--- config.mk ---
export PLATFORM = sky130hd
export DESIGN_NAME = long_div_seq_ctrl_flat
export DESIGN_NICKNAME = d
export VERILOG_FILES = /design/src/rtl/long_div_seq_ctrl_if.sv /design/src/rtl/long_div_seq_ctrl.sv /design/src/flat_wrapper.sv
export SDC_FILE = /design/constraint.sdc
export NUM_CORES = 1
export LEC_CHECK = 0
export ABC_CLOCK_PERIOD_IN_PS = 2700
export CAP_MARGIN = 20
export CORE_MARGIN = 2
export CORE_UTILIZATION = 55
export CTS_CLUSTER_SIZE = 40
export DETAILED_ROUTE_END_ITERATION = 16
export GPL_TIMING_DRIVEN = 0
export PLACE_DENSITY = 0.79
export SYNTH_ARGS = -nofsm -noshare
export SYNTH_HDL_FRONTEND = slang
export SYNTH_SLANG_ARGS = --single-unit
--- constraint.sdc ---
create_clock -name clk -period 2.7 [get_ports clk]
set_input_delay 0.405 -clock clk [delete_from_list [all_inputs] [get_ports clk]]
set_output_delay 0.405 -clock clk [all_outputs]
set_load 0.01 [all_outputs]
--- src/rtl/long_div_seq_ctrl_if.sv ---
// Handshake bundle for long_div_seq_ctrl.
//   master : request source / result consumer (drives in_valid, M, D, out_ready)
//   slave  : the divider sequencer (drives in_ready, out_valid, Q, R, ovf, div0)
// Signals:
//   in_valid/in_ready   operand handshake, M (4b divisor) and D (7b dividend)
//   out_valid/out_ready result handshake, Q (4b quotient) and R (4b remainder)
//   ovf                 quotient does not fit 4 bits, or M == 0
//   div0                M == 0
interface long_div_seq_ctrl_if;
  logic       in_valid;
  logic       in_ready;
  logic [3:0] M;
  logic [6:0] D;
  logic       out_valid;
  logic       out_ready;
  logic [3:0] Q;
  logic [3:0] R;
  logic       ovf;
  logic       div0;

  modport master (
    output in_valid, M, D, out_ready,
    input  in_ready, out_valid, Q, R, ovf, div0
  );

  modport slave (
    input  in_valid, M, D, out_ready,
    output in_ready, out_valid, Q, R, ovf, div0
  );
endinterface

--- src/rtl/long_div_seq_ctrl.sv ---
// Sequential 7-by-4 non-restoring divider. One 5-bit add/subtract row is reused for four
// quotient-bit iterations, followed by a single remainder-correction step.
// Ports:
//   clk    rising-edge clock
//   rst_n  asynchronous active-low reset; aborts any operation in flight
//   bus    long_div_seq_ctrl_if.slave (operand and result handshakes, Q/R/ovf/div0)
// Build option:
//   LONG_DIV_B2B_EN  when defined, in_ready is also high in DONE while out_ready is high, so a
//                    result and the next operands can be exchanged on the same edge.
module long_div_seq_ctrl (
  input logic               clk,
  input logic               rst_n,
  long_div_seq_ctrl_if.slave bus
);

  typedef enum logic [1:0] {StIdle, StIter, StFix, StDone} state_e;

  state_e     state_q;
  logic [3:0] m_q;
  logic [6:0] d_q;
  logic [4:0] a_q;       // signed partial remainder
  logic [1:0] cnt_q;
  logic [3:0] qbits_q;
  logic [3:0] q_q;
  logic [3:0] r_q;
  logic       ovf_q;
  logic       div0_q;
  logic       out_valid_q;

  logic       accept;
  logic [4:0] m_ext;
  logic [1:0] bit_idx;
  logic [4:0] shifted;
  logic [4:0] a_next;
  logic [4:0] a_fix;

  always_comb begin
    m_ext   = {1'b0, m_q};
    bit_idx = 2'd3 - cnt_q;
    shifted = {a_q[3:0], d_q[bit_idx]};
    if (cnt_q == 2'd0) begin
      a_next = {1'b0, d_q[6:3]} - m_ext;
    end else if (!a_q[4]) begin
      // Previous quotient bit was 1: subtract.
      a_next = shifted - m_ext;
    end else begin
      a_next = shifted + m_ext;
    end
    a_fix = a_q + m_ext;
  end

`ifdef LONG_DIV_B2B_EN
  assign bus.in_ready = rst_n & ((state_q == StIdle) | ((state_q == StDone) & bus.out_ready));
`else
  assign bus.in_ready = rst_n & (state_q == StIdle);
`endif

  assign accept = bus.in_valid & bus.in_ready;

  always_ff @(posedge clk or negedge rst_n) begin
    if (!rst_n) begin
      state_q     <= StIdle;
      m_q         <= '0;
      d_q         <= '0;
      a_q         <= '0;
      cnt_q       <= '0;
      qbits_q     <= '0;
      q_q         <= '0;
      r_q         <= '0;
      ovf_q       <= 1'b0;
      div0_q      <= 1'b0;
      out_valid_q <= 1'b0;
    end else begin
      unique case (state_q)
        StIdle: ;
        StIter: begin
          a_q              <= a_next;
          qbits_q[bit_idx] <= ~a_next[4];
          cnt_q            <= cnt_q + 2'd1;
          if (cnt_q == 2'd3) state_q <= StFix;
        end
        StFix: begin
          q_q         <= qbits_q;
          r_q         <= a_q[4] ? a_fix[3:0] : a_q[3:0];
          ovf_q       <= 1'b0;
          div0_q      <= 1'b0;
          out_valid_q <= 1'b1;
          state_q     <= StDone;
        end
        StDone: begin
          if (bus.out_ready) begin
            out_valid_q <= 1'b0;
            state_q     <= StIdle;
          end
        end
        default: state_q <= StIdle;
      endcase

      // Operand load; placed last so a same-edge load in DONE overrides the return to IDLE.
      if (accept) begin
        m_q     <= bus.M;
        d_q     <= bus.D;
        a_q     <= '0;
        cnt_q   <= '0;
        qbits_q <= '0;
        if (bus.M == 4'd0) begin
          state_q     <= StDone;
          out_valid_q <= 1'b1;
          q_q         <= 4'hF;
          r_q         <= 4'h0;
          ovf_q       <= 1'b1;
          div0_q      <= 1'b1;
        end else if ({1'b0, bus.D[6:4]} >= bus.M) begin
          // Quotient would need more than 4 bits.
          state_q     <= StDone;
          out_valid_q <= 1'b1;
          q_q         <= 4'hF;
          r_q         <= 4'h0;
          ovf_q       <= 1'b1;
          div0_q      <= 1'b0;
        end else begin
          state_q <= StIter;
        end
      end
    end
  end

  assign bus.out_valid = out_valid_q;
  assign bus.Q         = q_q;
  assign bus.R         = r_q;
  assign bus.ovf       = ovf_q;
  assign bus.div0      = div0_q;

endmodule

--- src/flat_wrapper.sv ---
// flat-port wrapper written by rule: the top's interface ports become plain ports
module long_div_seq_ctrl_flat 
  (clk, rst_n, bus_in_valid, bus_M, bus_D, bus_out_ready, bus_in_ready, bus_out_valid, bus_Q, bus_R, bus_ovf, bus_div0);
  long_div_seq_ctrl_if bus_i ();
  input logic clk;
  input logic rst_n;
  input wire logic [$bits(bus_i.in_valid)-1:0] bus_in_valid;
  input wire logic [$bits(bus_i.M)-1:0] bus_M;
  input wire logic [$bits(bus_i.D)-1:0] bus_D;
  input wire logic [$bits(bus_i.out_ready)-1:0] bus_out_ready;
  output wire logic [$bits(bus_i.in_ready)-1:0] bus_in_ready;
  output wire logic [$bits(bus_i.out_valid)-1:0] bus_out_valid;
  output wire logic [$bits(bus_i.Q)-1:0] bus_Q;
  output wire logic [$bits(bus_i.R)-1:0] bus_R;
  output wire logic [$bits(bus_i.ovf)-1:0] bus_ovf;
  output wire logic [$bits(bus_i.div0)-1:0] bus_div0;
  assign bus_i.in_valid = bus_in_valid;
  assign bus_i.M = bus_M;
  assign bus_i.D = bus_D;
  assign bus_i.out_ready = bus_out_ready;
  assign bus_in_ready = bus_i.in_ready;
  assign bus_out_valid = bus_i.out_valid;
  assign bus_Q = bus_i.Q;
  assign bus_R = bus_i.R;
  assign bus_ovf = bus_i.ovf;
  assign bus_div0 = bus_i.div0;
  long_div_seq_ctrl u_core (.clk(clk), .rst_n(rst_n), .bus(bus_i));
endmodule
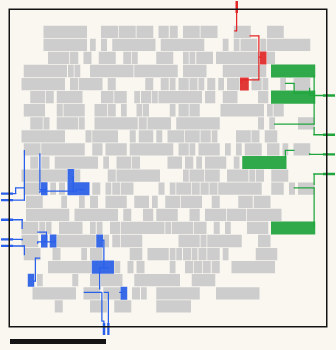
run_1/io_fan.png
The bar under the picture is 20 µm long.
legend:
  green:
    port: bus_R
    bits: 4
    direction: output
    end_cells: 4
    buffers: 4
    wire: 57.9 µm
  blue:
    port: bus_D
    bits: 7
    direction: input
    end_cells: 9
    buffers: 7
    wire: 94.8 µm
  red:
    port: bus_out_ready
    bits: 1
    direction: input
    end_cells: 2
    buffers: 1
    wire: 20.4 µm
IO buf count: 26
IO Count: 27

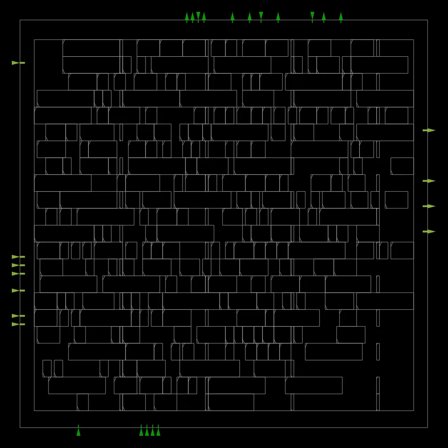
run_1/placement.png
Core Area: 3660 µm²
Finished Layout Cells: 307
Fill cells: 308
fin util: 68.3%

==> results.cfg, run 1 <==
; yosys + openroad results
[final_timing]
worst_pin_slew_ps = 830
fin_worst_skew_ps = 4.19
fin_crit_sh_pct = 96.3
max_freq_ghz = 0.385
fin_crit_ps = 2600
setup_viol = 0
rsz0062_at_grt = no
hold_viol = 0
fin_tns_setup_ps = 0
drv_slew = 0
slew_headroom_pct = 44.7

[critical_path]
worstPathMaxFanout = 6
cp-start-kind = register
r2r-start = u_core.cnt_q[0]
cp.depth = 9
path_cells = mux4_2, ha_1, inv_1, fa_1, nand2b_1, a21oi_1, xnor2_1, mux2_4, a311oi_1
r2r_cells = 9
crit_type = register to register
crit_path_end = u_core.qbits_q[2]
worst_path_dominant_cell_family = multiplexers
critPathSlowestCell = dfrtp_2
required_ps = 2900
r2r_slack_ps = 100
cpPeakStageDelay_ps = 460
critPathBufInv = 1
crit_start = u_core.cnt_q[0]

[cts]
cts_made_buffers = 5
clockBufferDepth = 2
clk_pin_slew_ps = 70
cts_root_buffer = clkbuf_8
cts_tree = yes
cts_setup_buffers = 0
ctsHoldBuffers = 0
cts_sinks = 35
htree_levels = 2

[route]
ant_nets = 0
route.detailed.drc = 0
via_per_inst = 5.34
vias = 1638
drt_wl_total_mm = 4.28
initialDrtViolationCount = 84
wl_per_cell_um = 13.9

[power]
clockPowerShare_pct = 11.2
p_leak_nw = 1.15
switching_share_pct = 42.4
p_switching_w = 0.00143
pwr-share-seq_pct = 30.3

[grt]
grt.overflow.total = 0
gr-usage-all-layers_pct = 23.1
antenna_found_initial = 0
grt_pass1_wl_mm = 7.51
grt_pass1_vias = 1643
grt_max_degree = 40

[synthesis]
yosysTopAreaCellShare_pct = 41.8
synthTopCellsByArea = dfrtp_1 42%, ha_1 11%, nand2_1 7.7%
edf_count = 0
synth-seq-cells = 35
common_cells = 43 x nand2_1, 35 x dfrtp_1, 19 x ha_1
syn_area_per_cell_um2 = 9.27
yosysMostFrequentCell = nand2_1
syn-cell-area_um2 = 2100
async_reset_ff_share_pct = 100
synthCells = 226
synth_chip_area_um2 = 2100
ys.flop_type = dfrtp_1
ys_types = 36
ys_seq_share_pct = 41.8
ys_warn_count = 0
yosys_cells = 226

[floorplan]
rows = 22
dieArea_um2 = 4320
fp_util_pct = 57.2

[place]
hpwl_mm = 3.22
dp.cells = 300

[cells_and_area]
comb_area_um2 = 1140
drive_gt1_share_pct = 6.56
diodes = 0
syn_to_final_growth_pct = 19.3
final_nets = 295

[flow_run]
maxCapViolations = 0

[worst_hold_path]
hp-class = primary input to async pin

[outcome]
status = finished clean
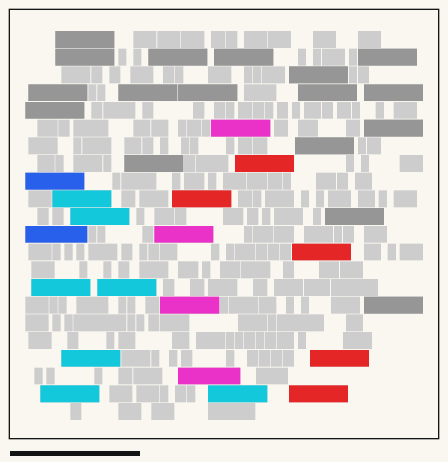
run_1/flops_by_reg.png
The bar under the picture is 20 µm long.
legend:
  blue:
    netlist_name: u_core.cnt_q
    placed_flops: 2
  magenta:
    netlist_name: u_core.m_q
    placed_flops: 4
  cyan:
    netlist_name: u_core.d_q
    placed_flops: 7
  red:
    netlist_name: u_core.a_q
    placed_flops: 5
Seq group: 0.00102 W
fraction of area in registers: 35.1%
Flop area: 878 µm²

## run 1: worst min path at each step
stage / end / slack [ps] / cells after the start
after detailed placement: u_core.d_q[0] / 460 / 2
after floorplan: u_core.a_q[0] / 110 / 0
after global placement: u_core.d_q[0] / 450 / 2
after CTS: u_core.d_q[1] / 230 / 1
final: u_core.d_q[1] / 200 / 1
after global routing: u_core.d_q[1] / 290 / 1
## run 1: state kept, by name (all words and copies together) (netlist names)
register / flops
u_core.d_q: 7
u_core.a_q: 5
u_core.bus.Q: 4
u_core.bus.R: 4
u_core.m_q: 4
u_core.qbits_q: 4
u_core.cnt_q: 2
u_core.state_q: 2
u_core.bus.div0: 1
u_core.bus.out_valid: 1
u_core.bus.ovf: 1
## run 1: placed cells by master, fill, tap and decap left out, types with 2 or more instances in the layout
cell type,instances
inv_1,13
a211oi_1,4
clkdlybuf4s50_1,25
and2_1,4
dfrtp_2,2
nor2_1,11
clkbuf_1,10
fa_1,3
ha_1,19
nor2b_1,2
a21o_1,6
mux2i_1,3
nand3_1,11
a311oi_1,2
xnor2_1,7
o21ai_0,16
a21oi_1,12
nand2_1,43
clkbuf_8,5
nand2b_1,5
dfrtp_1,33
## run 1: kinds of logic (layout without fill, tap and decap cells)
family	after synthesis	after routing	synth area share, %
AND-OR/OR-AND	49	49	14.6
XOR/XNOR	8	8	3.34
adder cells (fa/ha/maj)	22	22	14.2
buffers and inverters	24	57	4.30
flip-flops	35	35	41.8
multiplexers	6	6	3.76
AND/OR/NAND/NOR	82	82	18.0
## run 1: power by group through the flow
stage,clock network (W),registers (W),logic (W)
after floorplan,0,0.000990,0.00142
after global placement,0,0.000995,0.00191
after detailed placement,0,0.00101,0.00196
after CTS,0.000392,0.000996,0.00198
after global routing,0.000411,0.00106,0.00222
final,0.000377,0.00102,0.00197
## run 1: metal layers
layer / vias to the layer above / track usage (%) / share of wire [%]
met2: 23 / 37.8 / 48
met3: 6 / 5.82 / 2.8
met4: 0 / 6.77 / 1.3
li1: 834 / - / -
met1: 775 / 30.3 / 48
met5: - / 0 / 0
## run 1: layout make-up
| class | instances | share of cell area, % |
|---|---|---|
| Timing Repair Buffer | 26 | 10.2 |
| Tap cell | 48 | 2.40 |
| Clock inverter | 2 | 0.500 |
| Multi-Input combinational cell | 167 | 45.4 |
| Clock buffer | 6 | 2.90 |
| Buffer | 9 | 1.35 |
| Inverter | 14 | 2.10 |
| Sequential cell | 35 | 35.1 |
## run 1: through the flow
step	instance area (µm²)	hold WS (ps)	total power (W)	setup slack, ps
global route	2500	288	0.00369	13.6
CTS	2500	230	0.00337	9.96
finish	2500	205	0.00337	100
floorplan	2100	109	0.00241	334
detailed placement	2410	461	0.00296	38.4
global placement	2420	454	0.00290	-653
## run 1: worst reg2reg max path: cells and delay by family (launching register included)
kind | cells | cell delay, ps
AND-OR/OR-AND | 2 | 430
multiplexers | 2 | 670
buffers and inverters | 1 | 60
adder cells (fa/ha/maj) | 2 | 600
XOR/XNOR | 1 | 110
AND/OR/NAND/NOR | 1 | 170
flip-flops | 1 | 460
## run 1: repair_timing
action,CTS,global route
endpoints found under the setup margin,0,2
resized,0,4
endpoints found under the hold margin,0,0
run_1/power_grid.png
The bar under the picture is 20 µm long. Pins as bars on the die edge. Tap cells in gray.
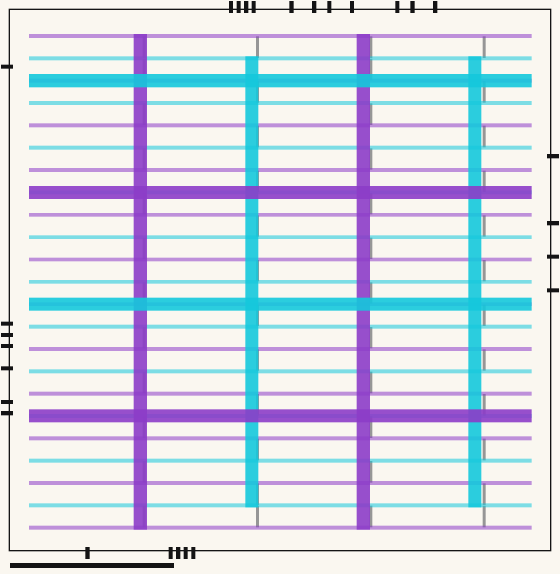

==> run 1 -> run 2 <==
--- a/config.mk
+++ b/config.mk
@@ -7,6 +7,7 @@
 export LEC_CHECK = 0
 export ABC_CLOCK_PERIOD_IN_PS = 2700
 export CAP_MARGIN = 20
+export CORE_ASPECT_RATIO = 1.5
 export CORE_MARGIN = 2
 export CORE_UTILIZATION = 55
 export CTS_CLUSTER_SIZE = 40
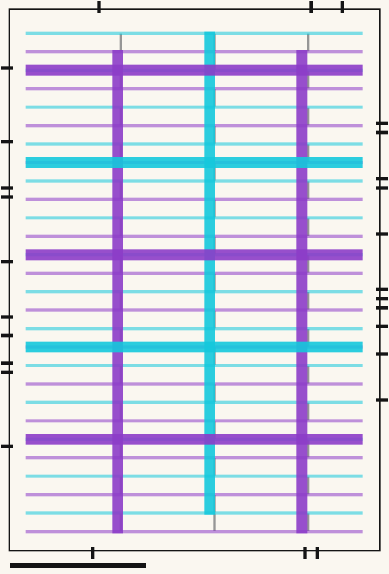
run_2/power_grid.png
The bar under the picture is 20 µm long. Pins as bars on the die edge. Tap cells in gray.
legend:
  purple:
    net: VSS
  cyan:
    net: VDD
met4 straps: 3
signal pins: 27
rows: 27
met1 rails: 28
die height: 79.6 µm
Die Span X: 54.4 µm
Core Area: 3650 µm²
Peak supply drop: 0.769 mV

==> results.cfg, run 2 <==
; yosys + openroad results
[cells_and_area]
design_area_um2 = 2510
syn_to_final_growth_pct = 19.9
ff_latch_area_um2 = 876
nFillCells = 295
drive_gt1_share_pct = 6.49
final_nets = 298
regMostFlops = u_core.d_q
instances_no_fill = 305
diodes = 0

[grt]
gr-usage-all-layers_pct = 24.0
grt_pass1_wl_mm = 7.44
grt.overflow.total = 0

[place]
port_buffers = 26
dp.cells = 295
hpwl_mm = 3.22

[final_timing]
fin_crit_sh_pct = 94.3
worst_pin_slew_ps = 826
fin_crit_ps = 2550
drv_slew = 0
rsz0062_at_grt = no
hold_viol = 0
setup_viol = 0
slew_headroom_pct = 44.9

[synthesis]
ys_types = 36
yosysTopAreaCellShare_pct = 41.8
async_reset_ff_share_pct = 100
common_cells = 43 x nand2_1, 35 x dfrtp_1, 19 x ha_1
syn-cell-area_um2 = 2100
edf_count = 0

[worst_hold_path]
hp-class = primary input to async pin

[route]
drt_wl_total_mm = 4.29
initialDrtViolationCount = 22

[cts]
cts_tree = yes
ctsHoldBuffers = 0
clk_pin_slew_ps = 80
cts_root_buffer = clkbuf_8
htree_levels = 2
cts_made_buffers = 5

[critical_path]
r2r_slack_ps = 150
cpPeakStageDelay_ps = 440
critPathBufInv = 2
critPathSlowestCell = fa_1
crit_type = register to register
r2r-start = u_core.m_q[1]
required_ps = 2900

[floorplan]
rows = 27

[flow_run]
maxCapViolations = 0

[outcome]
status = finished clean
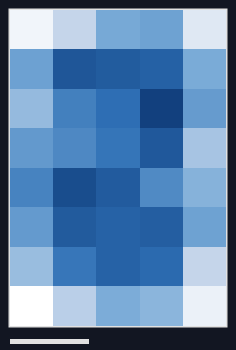
run_2/cell_density.png
The bar under the picture is 20 µm long. The die is cut into 5 by 8 equal tiles; white is low, dark blue is high, 0 to 100% covered.
tiles over 75% full: 30%
mean over tiles: 57%
nearly empty tiles: 2.5%
fullest tile: 93%
floorplan utilization: 57.4%
fin util: 68.9%

## run 2: where the power goes
part,internal [W],switching (W),total [W]
clock,0.000179,0.000205,0.000385
sequential,0.000788,0.000223,0.00101
combinational,0.000976,0.000987,0.00196
## run 2: cell families (layout without fill, tap and decap cells)
group	Yosys count	after routing	share of synthesized area, %
buffers and inverters	24	60	4.30
multiplexers	6	6	3.76
adder cells (fa/ha/maj)	22	22	14.2
flip-flops	35	35	41.8
XOR/XNOR	8	8	3.34
AND/OR/NAND/NOR	82	82	18.0
AND-OR/OR-AND	49	49	14.6
## run 2: worst min path at each step
stage	from	end	cells past startpoint
2_1_floorplan	rst_n	u_core.a_q[0]	0
3_3_place_gp	u_core.bus.ovf	u_core.bus.ovf	2
3_5_place_dp	u_core.d_q[2]	u_core.d_q[2]	2
4_1_cts	rst_n	u_core.bus.R[0]	1
5_1_grt	rst_n	u_core.d_q[6]	1
6_report	rst_n	u_core.m_q[0]	1
## run 2: worst reg2reg max path: cells and delay by family (launching register included)
kind | cells | cell delay (ps)
flops | 1 | 390
compound gates | 2 | 420
xor+xnor | 1 | 100
simple gates | 1 | 160
mux | 2 | 470
fa+ha+maj | 2 | 730
buf+inv | 2 | 190
## run 2: metrics by stage
| step | setup WS [ps] | hold slack (ps) | total power (W) |
|---|---|---|---|
| floorplan | 334 | 109 | 0.00241 |
| global placement | -596 | 457 | 0.00289 |
| detailed placement | 75.3 | 462 | 0.00296 |
| CTS | 55.0 | 232 | 0.00336 |
| global route | 0.991 | 268 | 0.00375 |
| finish | 154 | 194 | 0.00336 |
## run 2: cell type report
| cell class | instances | share of cell area, % |
|---|---|---|
| clock buffer | 5 | 2.74 |
| buffer | 9 | 1.34 |
| timing repair buffer | 29 | 11.1 |
| sequential | 35 | 34.9 |
| clock inverter | 3 | 0.797 |
| inverter | 14 | 2.09 |
| multi-input combinational | 167 | 45.0 |
| tap | 43 | 2.14 |
## run 2: timing repair
action	CTS	global route
endpoints found under the setup margin	0	2
resized	0	0
buffers inserted	0	3
## run 2: routing by layer
metal	vias to the layer above	global-route usage (%)	part of all wire (%)
li1	838	-	-
met2	45	39.0	52
met1	800	29.4	41
met3	11	5.62	4.1
met5	-	0	0
met4	0	10.8	3.0
run_2/placement.png
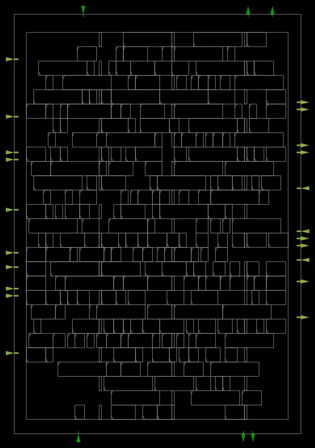

==> run 2 -> run 3 <==
--- a/config.mk
+++ b/config.mk
@@ -7,7 +7,7 @@
 export LEC_CHECK = 0
 export ABC_CLOCK_PERIOD_IN_PS = 2700
 export CAP_MARGIN = 20
-export CORE_ASPECT_RATIO = 1.5
+export CORE_ASPECT_RATIO = 1.4
 export CORE_MARGIN = 2
 export CORE_UTILIZATION = 55
 export CTS_CLUSTER_SIZE = 40
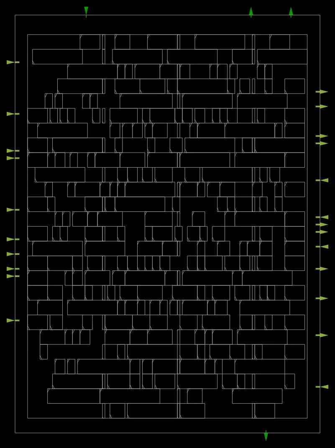
run_3/placement.png
fraction of area in registers: 34.7%
row count: 26
Fill cells: 306
Core Area: 3640 µm²
tap cells: 42

==> results.cfg, run 3 <==
; yosys + openroad results
[power]
p_switching_w = 0.00142
pwr-share-seq_pct = 29.4
clockPowerShare_pct = 13.6
p_int_w = 0.00204
combPwrFrac_pct = 57.0
switching_share_pct = 41.0

[final_timing]
fin_worst_skew_ps = 11.4
setup_viol = 0
hold_viol = 0
rsz0062_at_grt = no
fin_crit_sh_pct = 94.4
worst_pin_slew_ps = 826
fin_crit_ps = 2550
drv_slew = 0
slew_headroom_pct = 44.9
whs_ps = 211

[critical_path]
r2r-start = u_core.cnt_q[0]
required_ps = 2900
crit_type = register to register
worstPathMaxFanout = 5
r2r_slack_ps = 150
end_kind = register

[synthesis]
common_cells = 43 x nand2_1, 35 x dfrtp_1, 19 x ha_1
ys_seq_share_pct = 41.8
ys_types = 36
synth-seq-cells = 35
synthCells = 226
synth_chip_area_um2 = 2100
synthTopCellsByArea = dfrtp_1 42%, ha_1 11%, nand2_1 7.7%
async_reset_ff_share_pct = 100
syn-cell-area_um2 = 2100
edf_count = 0
ys.flop_type = dfrtp_1
yosysTopAreaCellShare_pct = 41.8

[cts]
htree_levels = 2
cts_root_buffer = clkbuf_8
cts_made_buffers = 5
clk_pin_slew_ps = 70
ctsHoldBuffers = 0
clk_latency_ps = 290
cts_tree = yes

[cells_and_area]
design_area_um2 = 2540
regMostFlops = u_core.d_q
diodes = 0
syn_to_final_growth_pct = 21.1
final_nets = 297
fin_util_pct = 69.6
drive_gt1_share_pct = 7.66
largestRegisters = u_core.d_q x7, u_core.a_q x5

[worst_hold_path]
hp-class = primary input to async pin

[route]
initialDrtViolationCount = 35
wl_per_cell_um = 13.8
drt_wl_total_mm = 4.17

[floorplan]
fp_util_pct = 57.5

[grt]
gr-usage-all-layers_pct = 21.8
grt.overflow.total = 0
grt_pass1_wl_mm = 7.27

[place]
port_buffers = 26
hpwl_mm = 3.13

[flow_run]
maxCapViolations = 0

[outcome]
status = finished clean
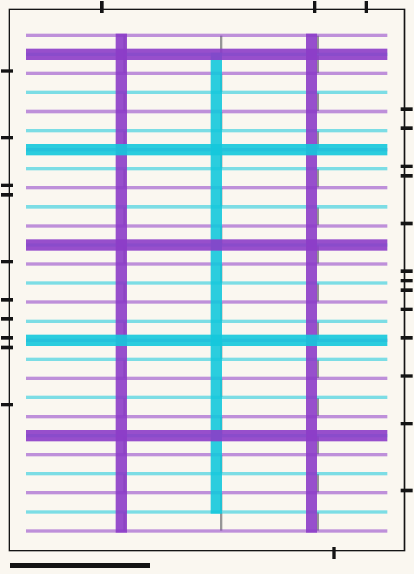
run_3/power_grid.png
The bar under the picture is 20 µm long. Pins as bars on the die edge. Tap cells in gray.
legend:
  cyan:
    net: VDD
  purple:
    net: VSS
met4 straps: 3
tap cells: 42
met5 straps: 5
signal pins: 27
die height: 77.0 µm
Die Span X: 56.2 µm
Peak supply drop: 0.763 mV

## run 3: cell counts after synthesis
Identical to the previous run, type by type.
## run 3: through the flow
step / total power (W) / setup WS (ps) / instances
final: 0.00347 / 151 / 303
after detailed placement: 0.00296 / 15.5 / 294
after CTS: 0.00344 / 36.4 / 301
after global placement: 0.00290 / -572 / 294
after floorplan: 0.00241 / 334 / 226
after global routing: 0.00382 / 7.57 / 303
## run 3: cell families after synthesis
| family | count (synthesis) | share of synthesized area [%] |
|---|---|---|
| simple gates | 82 | 18.0 |
| compound gates | 49 | 14.6 |
| flops | 35 | 41.8 |
| buf+inv | 24 | 4.30 |
| fa+ha+maj | 22 | 14.2 |
| xor+xnor | 8 | 3.34 |
| mux | 6 | 3.76 |
## run 3: how the worst max path moves through the flow
stage          slack, ps             from                end  cells past startpoint
6_report             150  u_core.cnt_q[0]  u_core.qbits_q[1]                      9
2_1_floorplan        330    u_core.m_q[1]  u_core.qbits_q[1]                     10
5_1_grt                8  u_core.cnt_q[0]  u_core.qbits_q[2]                      9
4_1_cts               40    u_core.m_q[1]  u_core.qbits_q[1]                     10
3_3_place_gp        -570            rst_n       bus_in_ready                      3
3_5_place_dp          20    u_core.a_q[4]  u_core.qbits_q[1]                      9
## run 3: timing repair
item,in CTS,in global routing
setup buffers,0,2
gates resized,0,4
endpoints found under the setup margin,1,2
## run 3: layout make-up
class                      count  area (µm²)
multi-input combinational    167        1140
fill                         306        1110
sequential                    35         880
timing repair buffer          28         270
clock buffer                   5        68.8
inverter                      14        52.6
tap                           42        52.6
clock inverter                 3        43.8
buffer                         9        33.8
## run 3: layer usage
metal	routed length, µm	track usage, %	part of all wire (%)	up-vias
met5	0	0	0	-
met4	89	8.33	2.1	0
met3	147	4.22	3.5	7
met2	2110	37.5	51	34
met1	1820	26.8	44	746
li1	-	-	-	837
## run 3: worst max-delay path: stages, from the launching register on
cell      delay, ps
dfrtp_2         450
mux4_2          350
ha_1            180
inv_1            60
fa_1            410
nand2b_1        160
a21oi_1         150
xnor2_1         120
mux2_4          310
a311oi_2        260
## run 3: power by group through the flow
stage	clock, W	sequential, W	combinational [W]
2_1_floorplan	0	0.000990	0.00142
4_1_cts	0.000482	0.00102	0.00194
5_1_grt	0.000513	0.00106	0.00225
3_5_place_dp	0	0.00101	0.00196
3_3_place_gp	0	0.000997	0.00190
6_report	0.000473	0.00102	0.00198
Power figures rest on the tool's default switching activity, not on a simulated workload.
